--- src/rtl/adc_sample_ctrl.sv ---
// adc_sample_ctrl
// Sequencer between the 10-bit ADC output and the DAC-side consumer.
// The block paces conversions with a programmable sample-rate divider.
// It averages 2^AVG_LOG2 consecutive ADC codes into each result.
// Each averaged code is handed downstream over a valid/ready handshake.
// Results dropped while the consumer stalls set a sticky overrun flag.
//
// Ports:
//   clk           system clock, all logic on the rising edge
//   rst           synchronous reset, active-high, highest priority
//   enable        level; 1 = run sampling, 0 = stop and return to IDLE
//   sample_div    clocks per sample, latched on leaving IDLE (0 acts as 1)
//   adc_din       ADC code, sampled only on capture edges
//   ovr_clr       one-cycle pulse clearing overrun
//   out_data      averaged code
//   out_valid     out_data is valid
//   out_ready     consumer accepts when out_valid && out_ready at an edge
//   sample_strobe one-cycle pulse on each capture edge
//   busy          1 while the sequencer is in RUN
//   overrun       sticky; a result was dropped
module adc_sample_ctrl #(
  parameter int DATA_W   = 10,
  parameter int DIV_W    = 16,
  parameter int AVG_LOG2 = 2
) (
  input  logic              clk,
  input  logic              rst,
  input  logic              enable,
  input  logic [DIV_W-1:0]  sample_div,
  input  logic [DATA_W-1:0] adc_din,
  input  logic              ovr_clr,
  output logic [DATA_W-1:0] out_data,
  output logic              out_valid,
  input  logic              out_ready,
  output logic              sample_strobe,
  output logic              busy,
  output logic              overrun
);

  // The accumulator is wide enough for 2^AVG_LOG2 full-scale codes.
  // The sample counter keeps at least one bit so AVG_LOG2=0 still elaborates.
  localparam int ACC_W = DATA_W + AVG_LOG2;
  localparam int CNT_W = (AVG_LOG2 == 0) ? 1 : AVG_LOG2;
  localparam logic [CNT_W-1:0] LAST_N = CNT_W'((1 << AVG_LOG2) - 1);

  typedef enum logic {IDLE, RUN} state_t;

  state_t            state, state_next;
  logic [DIV_W-1:0]  tick, tick_next;
  logic [DIV_W-1:0]  div_reg, div_next;
  logic [ACC_W-1:0]  acc, acc_next;
  logic [CNT_W-1:0]  n, n_next;
  logic [DATA_W-1:0] out_data_next;
  logic              out_valid_next;
  logic              strobe_next;
  logic              overrun_next;

  logic              accept;
  logic              drop;
  logic [ACC_W-1:0]  sum;

  // State register. Reset clears every register so that no strobe or result
  // can appear until enable is sampled again from IDLE.
  always_ff @(posedge clk) begin
    if (rst) begin
      state         <= IDLE;
      tick          <= '0;
      div_reg       <= '0;
      acc           <= '0;
      n             <= '0;
      out_data      <= '0;
      out_valid     <= 1'b0;
      sample_strobe <= 1'b0;
      overrun       <= 1'b0;
    end else begin
      state         <= state_next;
      tick          <= tick_next;
      div_reg       <= div_next;
      acc           <= acc_next;
      n             <= n_next;
      out_data      <= out_data_next;
      out_valid     <= out_valid_next;
      sample_strobe <= strobe_next;
      overrun       <= overrun_next;
    end
  end

  // Next-state logic. An accept retires the held result unless a new result
  // is loaded on the same edge. A result that arrives while the previous one
  // is still unaccepted is dropped, and out_data keeps the older value.
  always_comb begin
    state_next     = state;
    tick_next      = tick;
    div_next       = div_reg;
    acc_next       = acc;
    n_next         = n;
    out_data_next  = out_data;
    out_valid_next = out_valid;
    strobe_next    = 1'b0;
    drop           = 1'b0;
    accept         = out_valid && out_ready;
    sum            = acc + ACC_W'(adc_din);

    if (accept) begin
      out_valid_next = 1'b0;
    end

    case (state)
      IDLE: begin
        if (enable) begin
          div_next   = (sample_div == '0) ? DIV_W'(1) : sample_div;
          tick_next  = '0;
          acc_next   = '0;
          n_next     = '0;
          state_next = RUN;
        end
      end
      RUN: begin
        // Disabling takes effect even on a capture edge; the partial
        // average is thrown away rather than emitted short.
        if (!enable) begin
          state_next = IDLE;
          tick_next  = '0;
          acc_next   = '0;
          n_next     = '0;
        end else if (tick == div_reg - DIV_W'(1)) begin
          tick_next   = '0;
          strobe_next = 1'b1;
          if (n == LAST_N) begin
            acc_next = '0;
            n_next   = '0;
            if (!out_valid || accept) begin
              out_data_next  = DATA_W'(sum >> AVG_LOG2);
              out_valid_next = 1'b1;
            end else begin
              drop = 1'b1;
            end
          end else begin
            acc_next = sum;
            n_next   = n + CNT_W'(1);
          end
        end else begin
          tick_next = tick + DIV_W'(1);
        end
      end
      default: begin
        state_next = IDLE;
      end
    endcase

    // A drop on the same edge as a clear wins, so the loss is not hidden.
    if (drop) begin
      overrun_next = 1'b1;
    end else if (ovr_clr) begin
      overrun_next = 1'b0;
    end else begin
      overrun_next = overrun;
    end
  end

  assign busy = (state == RUN);

endmodule

--- config.mk ---
export PLATFORM = sky130hd
export DESIGN_NAME = adc_sample_ctrl
export DESIGN_NICKNAME = d
export VERILOG_FILES = /design/src/rtl/adc_sample_ctrl.sv
export SDC_FILE = /design/constraint.sdc
export NUM_CORES = 1
export LEC_CHECK = 0
export CORE_MARGIN = 2
export CORE_UTILIZATION = 55
export CTS_BUF_LIST = sky130_fd_sc_hd__clkbuf_16
export DETAILED_ROUTE_END_ITERATION = 10
export DONT_BUFFER_PORTS = 1
export PLACE_DENSITY = 0.7
export SKIP_CTS_REPAIR_TIMING = 1
export SYNTH_ARGS = -nofsm -noshare
export SYNTH_HDL_FRONTEND = slang
export SYNTH_SLANG_ARGS = --single-unit
--- constraint.sdc ---
create_clock -name clk -period 3.1 [get_ports clk]
set_input_delay 0.31 -clock clk [delete_from_list [all_inputs] [get_ports clk]]
set_output_delay 0.31 -clock clk [all_outputs]
set_load 0.02 [all_outputs]
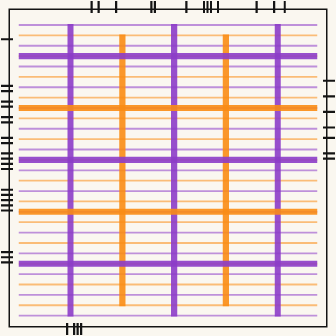
pdn.png
Pins as bars on the die edge.
VDD: drawn in orange. VSS: drawn in purple.
45 signal pins sit on the boundary. 29 met1 rails follow the rows. 5 straps on met5.
Die X-Extent: 82.8 µm
Peak supply drop: 0.351 mV
Die H: 82.8 µm
area of the core: 5960 µm²

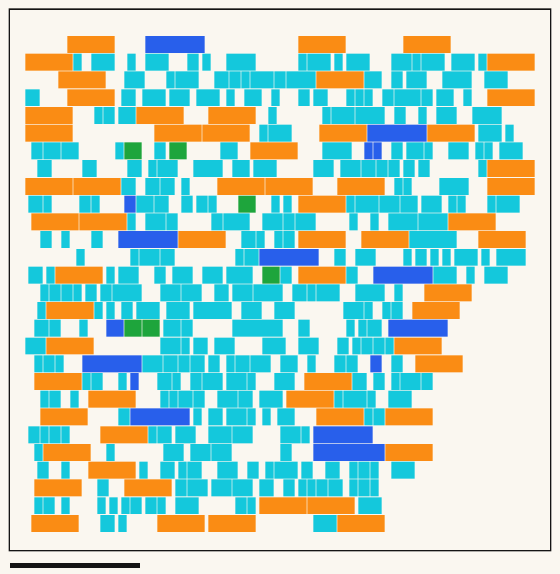
cell_classes.png
Scale bar: 20 µm.
flip-flops: drawn in orange, cells 60. clock drivers and dummy loads: drawn in blue, cells 16. other buffers and delay cells: drawn in green, cells 6. all other logic: drawn in cyan, cells 337.

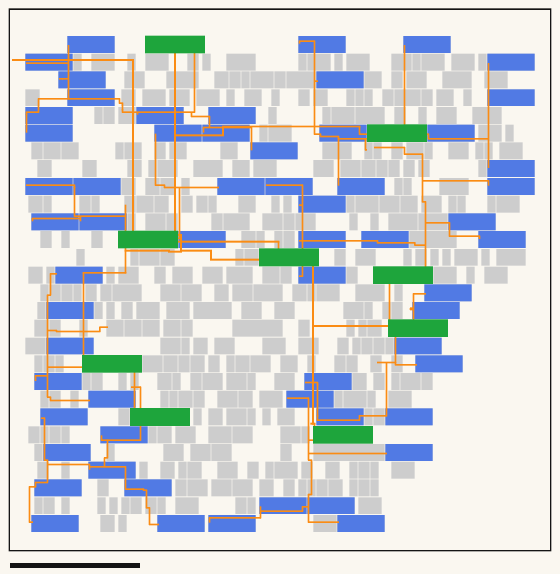
clock_map.png
Scale bar: 20 µm.
flip-flops: drawn in blue, count 60. clock wires: drawn in orange, length 819 µm. cells driving clock nets: drawn in green, count 9.
Position of the flops: spread over the die. There are 10 routed clock nets.
Clock Power: 951 µW
insertion delay to the later sink of the worst-skew pair: 0.33 ns

==> results.txt <==
Implementation status.

- The run finished with clean final reports.
- The number of nets still failing antenna checks after routing is 0.
- The depth of the most critical reg-to-reg path is 11.
- The worst min-delay path startpoint is rst.
- The number of slew-limit violations in the final report is 0.
- Dividing the detail-routed wire length by the instance count gives 15.4 µm.
- Counting instances in the post-synthesis netlist gives the leading cell types as sky130_fd_sc_hd__nand2_1, sky130_fd_sc_hd__dfxtp_1, sky130_fd_sc_hd__a21oi_1.
- The launching instance or port of the critical path is div_reg[0].
- The cell count listed in synth_stat.txt is 414.
- The async set-reset flop share out of synthesis is 0%.
- Per the final layout report, the fraction of cells sized above drive strength 1 comes to approximately 6.4%.
- The worst register-to-register path begins at div_reg[0].
- The post-placement cell area is ~3500 µm².
- In this run the layout overhead on the synthesized area is reported as 10.2%.
- The number of primary I/O pins is 45.
- The portion of the clock cycle consumed by the worst path in the final layout is between 90 and 100%.
- The floorplan-stage core utilization is 57.4%.
- The power attributed to sequential cells is between 800 and 900 µW.
- The least setup slack across all paths after layout is 0.225 ns.
- The number of nets in the finished design is approximately 460.
- The critical path data required time is 3.32 ns.
- The count of yosys warnings during synthesis is 0.
- The cell type with the highest aggregate area in the netlist is sky130_fd_sc_hd__dfxtp_1.
- The critical path is of the reg2reg type.
## cell type report
type                    instances  area, µm²
clock buffers                   9        225
clock inverters                 7       58.8
fillers                       563       2190
inverters                      14       52.6
multi-input cells             323       2090
flip-flops and latches         60       1200
well taps                      75       93.8
repair buffers                  6       45.0
## logic make-up (layout without fill, tap and decap cells)
kind of cell    Yosys count  in the layout  synth area share (%)
mux                      29             29                  8.50
xor+xnor                 33             33                  8.46
simple gates            170            170                  24.2
flops                    60             60                  35.2
fa+ha+maj                14             14                  5.35
buf+inv                  31             36                  3.74
compound gates           77             77                  14.5
## metal layers
layer,vias up,part of all wire [%]
li1,1461,-
met1,1349,49
met2,72,46
met3,10,4.4
met4,0,1.4
met5,-,0
Power figures rest on the tool's default switching activity, not on a simulated workload.
